Figure 1. Selected gate families.
Bar = 50 um.
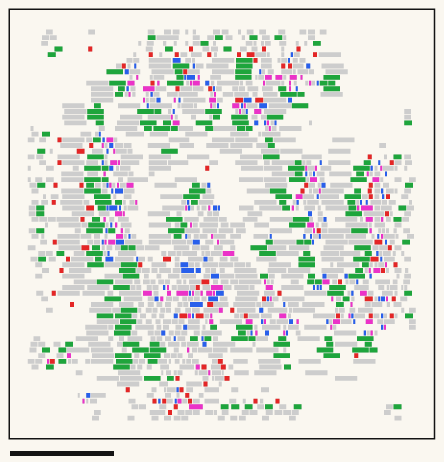
Figure 2. Cell placement.
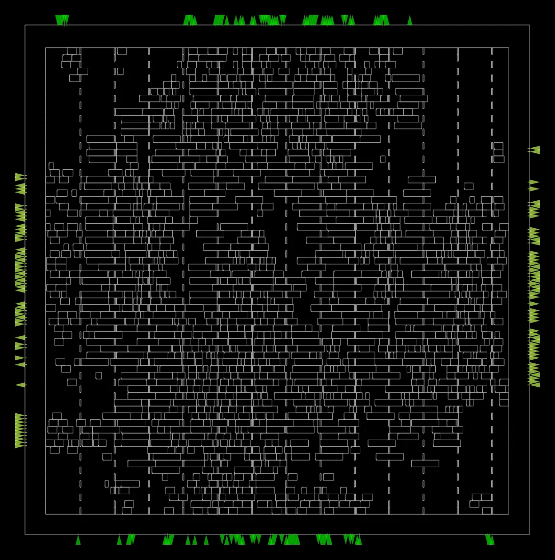
Figure 3. Layout detail.
Bar = 10 um. Region (89, 49) to (114, 74) um. Cells in gray, sequential cells in the stronger gray; small squares are vias.
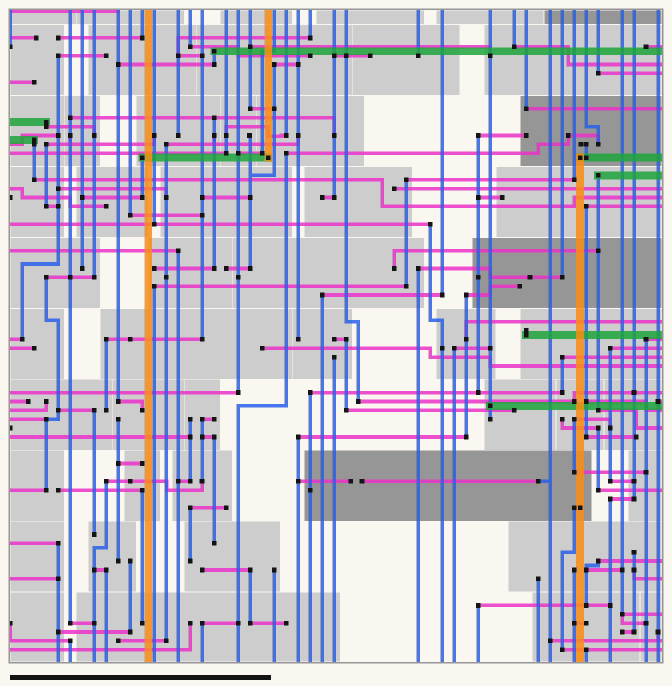
Figure 4. Routed clock nets over the placement.
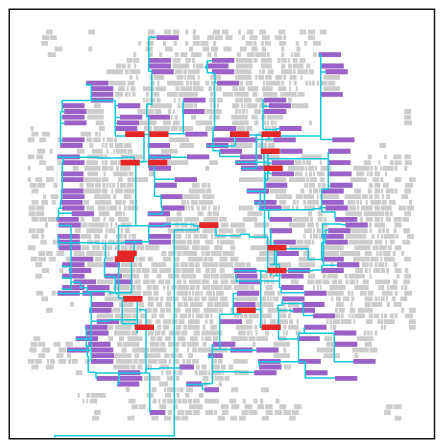
Figure 5. Wire density map.
The die is cut into 20 by 20 equal tiles; black is low, pale yellow is high, scaled to the fullest tile. Values are wire area over tile area, all layers added.
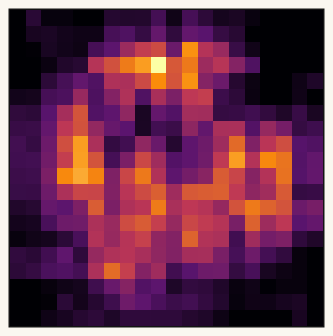
===== src/rtl/wb_queue.sv =====
// Write-back queue: buffers ALU and load results in a circular FIFO ahead of
// the register file write port. It also reports which decode source registers
// still have a queued result, and forwards the youngest queued value for each.
//
// Handshake: a request is accepted on a rising edge where valid and ready are
// both high. Ready never depends on valid of the same port or on wb_stall_i.
// Load requests take priority, so at most one entry is pushed per cycle.
module wb_queue #(
  parameter int XLEN  = 32,
  parameter int DEPTH = 4
) (
  input  logic                     clk_i,
  input  logic                     rst_i,
  input  logic                     ex_valid_i,
  input  logic [4:0]               ex_rd_addr_i,
  input  logic [XLEN-1:0]          ex_rd_data_i,
  output logic                     ex_ready_o,
  input  logic                     mem_valid_i,
  input  logic [4:0]               mem_rd_addr_i,
  input  logic [XLEN-1:0]          mem_rd_data_i,
  output logic                     mem_ready_o,
  input  logic                     wb_stall_i,
  output logic                     rd_we_o,
  output logic [4:0]               rd_addr_o,
  output logic [XLEN-1:0]          rd_data_o,
  input  logic [4:0]               rs1_addr_i,
  input  logic [4:0]               rs2_addr_i,
  output logic                     rs1_pending_o,
  output logic                     rs2_pending_o,
  output logic [XLEN-1:0]          rs1_fwd_data_o,
  output logic [XLEN-1:0]          rs2_fwd_data_o,
  output logic [$clog2(DEPTH):0]   count_o
);

  localparam int AW = $clog2(DEPTH);
  localparam int CW = AW + 1;
  localparam logic [CW-1:0] FULL_CNT = CW'(DEPTH);

  // Entry storage; validity comes only from the pointers and the count.
  logic [4:0]      r_addr [DEPTH];
  logic [XLEN-1:0] r_data [DEPTH];

  logic [AW-1:0]   r_wptr;
  logic [AW-1:0]   r_rptr;
  logic [CW-1:0]   r_count;

  logic            w_full;
  logic            w_empty;
  logic            w_mem_ready;
  logic            w_ex_ready;
  logic            w_mem_acc;
  logic            w_ex_acc;
  logic            w_push;
  logic            w_pop;
  logic [4:0]      w_push_addr;
  logic [XLEN-1:0] w_push_data;

  logic            w_rs1_hit;
  logic            w_rs2_hit;
  logic [XLEN-1:0] w_rs1_data;
  logic [XLEN-1:0] w_rs2_data;
  logic [AW-1:0]   w_idx;

  assign w_full  = (r_count == FULL_CNT);
  assign w_empty = (r_count == '0);

  // Ready is forced low while reset is asserted, since state is not yet valid.
  assign w_mem_ready = rst_i && !w_full;
  assign w_ex_ready  = rst_i && !w_full && !mem_valid_i;
  assign mem_ready_o = w_mem_ready;
  assign ex_ready_o  = w_ex_ready;

  assign w_mem_acc = mem_valid_i && w_mem_ready;
  assign w_ex_acc  = ex_valid_i && w_ex_ready;

  // Requests targeting x0 complete the handshake but are dropped here.
  assign w_push = (w_mem_acc && (mem_rd_addr_i != 5'd0)) ||
                  (w_ex_acc  && (ex_rd_addr_i  != 5'd0));
  assign w_push_addr = w_mem_acc ? mem_rd_addr_i : ex_rd_addr_i;
  assign w_push_data = w_mem_acc ? mem_rd_data_i : ex_rd_data_i;

  assign w_pop = rst_i && !w_empty && !wb_stall_i;

  assign rd_we_o   = w_pop;
  assign rd_addr_o = w_pop ? r_addr[r_rptr] : 5'd0;
  assign rd_data_o = w_pop ? r_data[r_rptr] : '0;
  assign count_o   = rst_i ? r_count : '0;

  // Write the accepted request into the tail slot.
  always_ff @(posedge clk_i) begin
    if (w_push) begin
      r_addr[r_wptr] <= w_push_addr;
      r_data[r_wptr] <= w_push_data;
    end
  end

  // Advance pointers and occupancy; reset discards every queued entry.
  always_ff @(posedge clk_i) begin
    if (!rst_i) begin
      r_wptr  <= '0;
      r_rptr  <= '0;
      r_count <= '0;
    end else begin
      if (w_push) r_wptr <= r_wptr + AW'(1);
      if (w_pop)  r_rptr <= r_rptr + AW'(1);
      case ({w_push, w_pop})
        2'b10:   r_count <= r_count + CW'(1);
        2'b01:   r_count <= r_count - CW'(1);
        default: r_count <= r_count;
      endcase
    end
  end

  // Scan valid entries oldest to youngest so the last match is the youngest.
  always_comb begin
    w_rs1_hit  = 1'b0;
    w_rs2_hit  = 1'b0;
    w_rs1_data = '0;
    w_rs2_data = '0;
    w_idx      = '0;
    for (int i = 0; i < DEPTH; i++) begin
      w_idx = r_rptr + AW'(i);
      if (CW'(i) < r_count) begin
        if (r_addr[w_idx] == rs1_addr_i) begin
          w_rs1_hit  = 1'b1;
          w_rs1_data = r_data[w_idx];
        end
        if (r_addr[w_idx] == rs2_addr_i) begin
          w_rs2_hit  = 1'b1;
          w_rs2_data = r_data[w_idx];
        end
      end
    end
  end

  assign rs1_pending_o  = rst_i && (rs1_addr_i != 5'd0) && w_rs1_hit;
  assign rs2_pending_o  = rst_i && (rs2_addr_i != 5'd0) && w_rs2_hit;
  assign rs1_fwd_data_o = rs1_pending_o ? w_rs1_data : '0;
  assign rs2_fwd_data_o = rs2_pending_o ? w_rs2_data : '0;

endmodule

===== config.mk =====
export PLATFORM = sky130hd
export DESIGN_NAME = wb_queue
export DESIGN_NICKNAME = d
export VERILOG_FILES = /design/src/rtl/wb_queue.sv
export SDC_FILE = /design/constraint.sdc
export NUM_CORES = 1
export LEC_CHECK = 0
export CAP_MARGIN = 20
export CORE_AREA = 8 8 195 197
export DETAILED_ROUTE_END_ITERATION = 16
export DIE_AREA = 0 0 203 205
export MAX_ROUTING_LAYER = met4
export PLACE_DENSITY_LB_ADDON = 0.3
export SYNTH_ARGS = -nofsm -noshare
export SYNTH_HDL_FRONTEND = slang
export SYNTH_SLANG_ARGS = --single-unit

===== constraint.sdc =====
create_clock -name clk_i -period 3 [get_ports clk_i]
set_input_delay 0.3 -clock clk_i [delete_from_list [all_inputs] [get_ports clk_i]]
set_output_delay 0.3 -clock clk_i [all_outputs]
set_load 0.005 [all_outputs]

==> impl_metrics.yaml <==
# physical design summary
outcome:
  outcome: "complete, but fails checks"
  violations: "negative setup slack"
yosys:
  topCellsByArea: "edfxtp_1 37%, mux4_2 15%, mux2_2 6.3%"
  enable_flop_cells: 148
  ys_seq_share_pct: 38.5
  yosysTopAreaCellShare_pct: 37.0
  syn_nets: 1178
  synth_area_sq_um: 12000
global_route:
  antenna_found_initial: 2
  grt_pass1_wl_um: 67900
  gr-usage-all-layers_pct: 21.7
cts:
  cts_setup_buffers: 62
  clk_pin_slew_ns: 0.07
  holdBufCountCts: 0
  cts_buffer_depth: 2
floorplanning:
  fp.dieW_um: 203
  chipArea_sq_um: 41600
placed_design:
  dp.cells: 1749
  dp_hpwl_um: 27100
worst_setup_path:
  worst-setup-path-type: "flop to output pin"
  crit_chain: "buf_12 > mux4_2 > xnor2_1 > nand4_1 > or3b_4 > buf_4 > buf_12 > or2_0 > a31o_1 > a21oi_2 > buf_2"
  slowest_stage: "mux4_2"
  endpoint_kind: "output pin"
  cp-endpoint: "rs1_fwd_data_o[21]"
  crit_start: "r_rptr[0]$_SDFFE_PN0P_"
sta:
  drv_slew: 0
  finalHoldViolCount: 0
  finalCritPeriodShare_pct: 122
  setup_violations: 66
  finClkSkew_ns: 0.00939
  setup_ws_ns: -0.656
power:
  power.density_nw_per_um2: 420
  total_power_w: 0.00751
  leakage_nw: 6.10
routing:
  routedWlPerCell_um: 24.0
finish:
  area_growth_pct: 49.1
## Picture notes: Figure 1
[green] multiplexers | cells: 195 | where: all over the die
[red] AND and OR gates | cells: 86 | where: all over the die
[magenta] NOR gates | cells: 115
[blue] NAND gates | cells: 126

## Picture notes: Figure 2
final core area utilization: 51.1%
flop share of the area: 25.9%
num sequential: 157
Finished Layout Cells: 1862
area of the core: 35000 sq um

## Picture notes: Figure 3
[blue] metal 2
[magenta] metal 1
[orange] metal 4
[green] metal 3
netlist names of flops here include: r_data (2)
most frequent: buf_4 (4), buf_6 (4)
sequential cells in the window: 2
cells with their middle in the window: 39

## Picture notes: Figure 4
[red] clock drivers | count: 17
[cyan] clock wires | length: 2230 um
[purple] flip-flops | count: 157
routed clock nets: 18
flops lie: all over the die

## Picture notes: Figure 5
fullest tile: 0.66
tiles over half the peak: 16%
mean over tiles: 0.17
emptiest ninth of the die: upper right

layout make-up:
type	count	area, sq um	share of cell area, %
diodes	1	2.50	0.0140
clock buffers	17	425	2.38
clock inverters	14	264	1.48
inverters	11	41.3	0.231
multi-input cells	805	7780	43.5
flip-flops and latches	157	4640	25.9
well taps	461	577	3.23
repair buffers	396	4150	23.2
placed cells by master, fill, tap and decap left out, types with 9 or more instances in the layout:
cell type	count
edfxtp_1	148
clkdlybuf4s50_1	130
buf_4	111
mux4_2	86
nand2_1	84
nor2_1	71
mux2_2	67
a21oi_1	60
buf_2	51
and2_1	44
mux2i_1	40
buf_12	40
buf_6	39
o21ai_0	34
nor3_2	28
a311oi_2	28
a21oi_2	27
and3_1	20
xnor2_1	20
o21ai_2	19
o221ai_2	19
clkbuf_16	18
nand2_2	16
xor2_1	15
nand2_4	11
and3_4	10
buf_16	10
o21ai_1	9
power by group:
| group | internal (W) | leakage, nW | total, W | switching (W) |
|---|---|---|---|---|
| combinational | 0.00118 | 4.34 | 0.00231 | 0.00112 |
| sequential | 0.00253 | 1.43 | 0.00263 | 0.0000913 |
| clock | 0.00165 | 0.338 | 0.00258 | 0.000930 |
metal layers:
| layer | vias up | share of wire, % | GRT usage (%) |
|---|---|---|---|
| met5 | - | 0 | - |
| met2 | 562 | 49 | 36.2 |
| li1 | 4766 | - | - |
| met1 | 5417 | 41 | 26.4 |
| met4 | 0 | 3.2 | 8.39 |
| met3 | 109 | 7.0 | 3.16 |
registers in the layout, indices dropped and copies added (netlist names), named ones only:
signal	flops
r_addr	20
r_count	3
r_rptr	2
r_data	128
r_wptr	2
cells by family (layout without fill, tap and decap cells):
| logic type | Yosys count | count (layout) |
|---|---|---|
| AOI/OAI and AO/OA | 232 | 232 |
| buffers and inverters | 119 | 438 |
| other | 0 | 1 |
| and+or+nand+nor | 327 | 327 |
| DFF | 157 | 157 |
| adders and majority gates | 8 | 8 |
| muxes | 195 | 195 |
| xor gates and xnor gates | 43 | 43 |
worst max-delay path, delay by kind of cell (launching register included):
family	cells	cell delay, ns
simple gates	3	0.88
mux	1	0.52
flops	1	0.40
xor+xnor	1	0.17
buf+inv	4	0.57
compound gates	2	0.37
metrics by stage:
stage                     hold WS (ns)  cell area (sq um)  worst slack, ns  setup TNS, ns
final                            0.586              17900           -0.656         -36.99
after global routing             0.589              17900           -0.758         -44.65
after CTS                        0.555              17600           -0.658         -36.45
after detailed placement         0.645              15300           -0.811         -34.94
after global placement           0.645              15300           -0.790         -33.48
after floorplan                  0.557              12000            0.243              0
worst min-delay path by stage:
| stage | from | end | depth (start not counted) |
|---|---|---|---|
| final | rst_i | r_count[0]$_SDFFE_PN0P_ | 2 |
| after global placement | r_count[0]$_SDFFE_PN0P_ | r_count[0]$_SDFFE_PN0P_ | 2 |
| after CTS | rst_i | r_count[0]$_SDFFE_PN0P_ | 2 |
| after floorplan | mem_rd_addr_i[0] | r_addr[0][0]$_DFFE_PP_ | 1 |
| after detailed placement | r_count[0]$_SDFFE_PN0P_ | r_count[0]$_SDFFE_PN0P_ | 2 |
| after global routing | rst_i | r_count[0]$_SDFFE_PN0P_ | 2 |
No activity file was given, so power comes from the tool's default toggle rates.
